Design int_ctrl, sky130hd; sources not shown.
Figure 1. Track usage over the die.
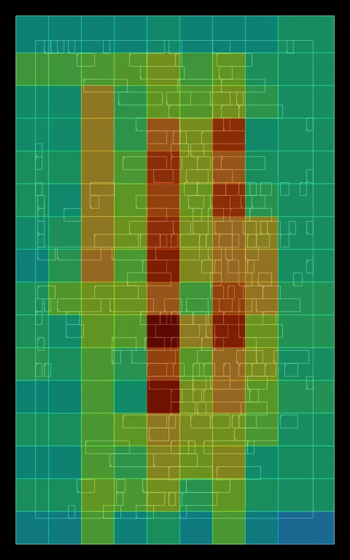
GR met3 Demand/Resource: 0.0294
highest-utilization routing layer at the global route stage: met2

Figure 2. Local utilization.
Drawn at 4 px/um. The die is cut into 7 by 11 equal tiles; dark blue is low, red is high, 0 to 100% covered.
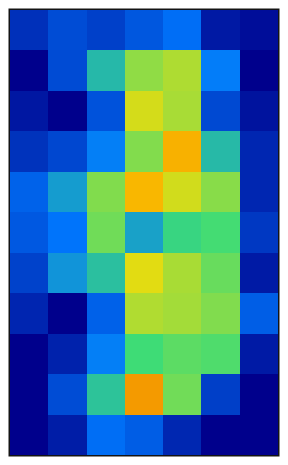
- densest ninth of the die: middle
- fullest tile: 83%
- mean over tiles: 30%
- tiles over 75% full: 3.9%
- nearly empty tiles: 13%
fin util: 0.390
core footprint: 5880 um^2
starting density of the core: 0.311

Figure 3. Nets reached from selected ports.
Drawn at 3 px/um.
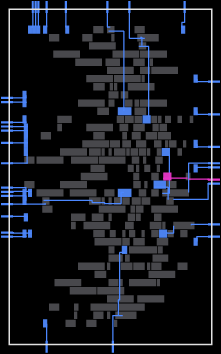
- magenta: `int_any` (direction output; edge right; end cells 1; buffers 1; wire 15.5 um)
- blue: `Dout` (direction output; edge 14 left, 8 right, 8 top, 2 bottom; end cells 32; buffers 8; wire 378 um)
number of primary I/O pins: 110
count of port buffers added during placement: 31

Figure 4. Signal wires on met3.
Drawn at 6 px/um.
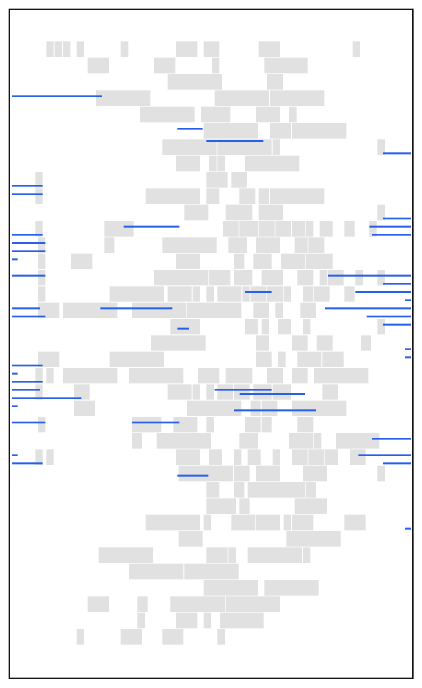
- nets with wire on the layer: 42
- share of all routed wire: 6.9%
overall routed net length: 4000 um
total number of vias: 1296

Figure 5. Clock network drawn from the DEF.
Drawn at 4 px/um.
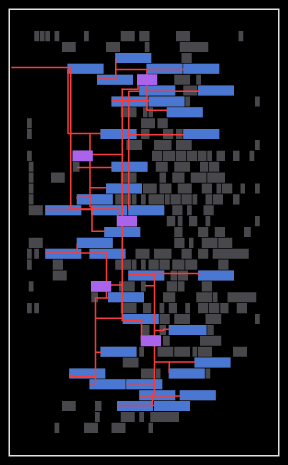
- red: clock wires (length 523 um)
- purple: cells driving clock nets (count 5)
- blue: flip-flops (count 37)
- routed clock nets: 6
Clock group: 0.000434 W
worst setup skew after layout: 0.00848 ns

==> qor.csv <==
metric,value,unit
cell_by_cell_listing_of_the_critical_path,buf_4 > buf_4 > mux2_2 > a32oi_1 > o211ai_1 > clkbuf_16,
yosys.area.top_type_share,0.507,
netSwitchingPower,0.000677,W
place_area,2280,um^2
crit_slowest_cell,mux2_2,
wl_met1,1520,um
detail_route.drc_violations,0,
max_slew.worst_pin.slew,0.894,ns
simple_gate_area_frac,0.122,
combPwrFrac,0.319,
power.sequential.fraction,0.448,
final.signal_inverter_count,4,
timing.setup.critical_path_class,in2out,
synth_seq_share,0.507,
viasPerCell,4.53,
netlist_top_cells_area,"dfrtp_1, buf_4, mux2_2",
hold_path_class,reg2reg,
whs_path_depth,0,
run_status,"complete, no violations",
gp_congestion,0.839,
clkPwrFrac,0.234,
antenna_found_initial,0,
die_h,111,um
regArea,927,um^2
stdcell_area,2290,um^2
No activity file was given, so power comes from the tool's default toggle rates.
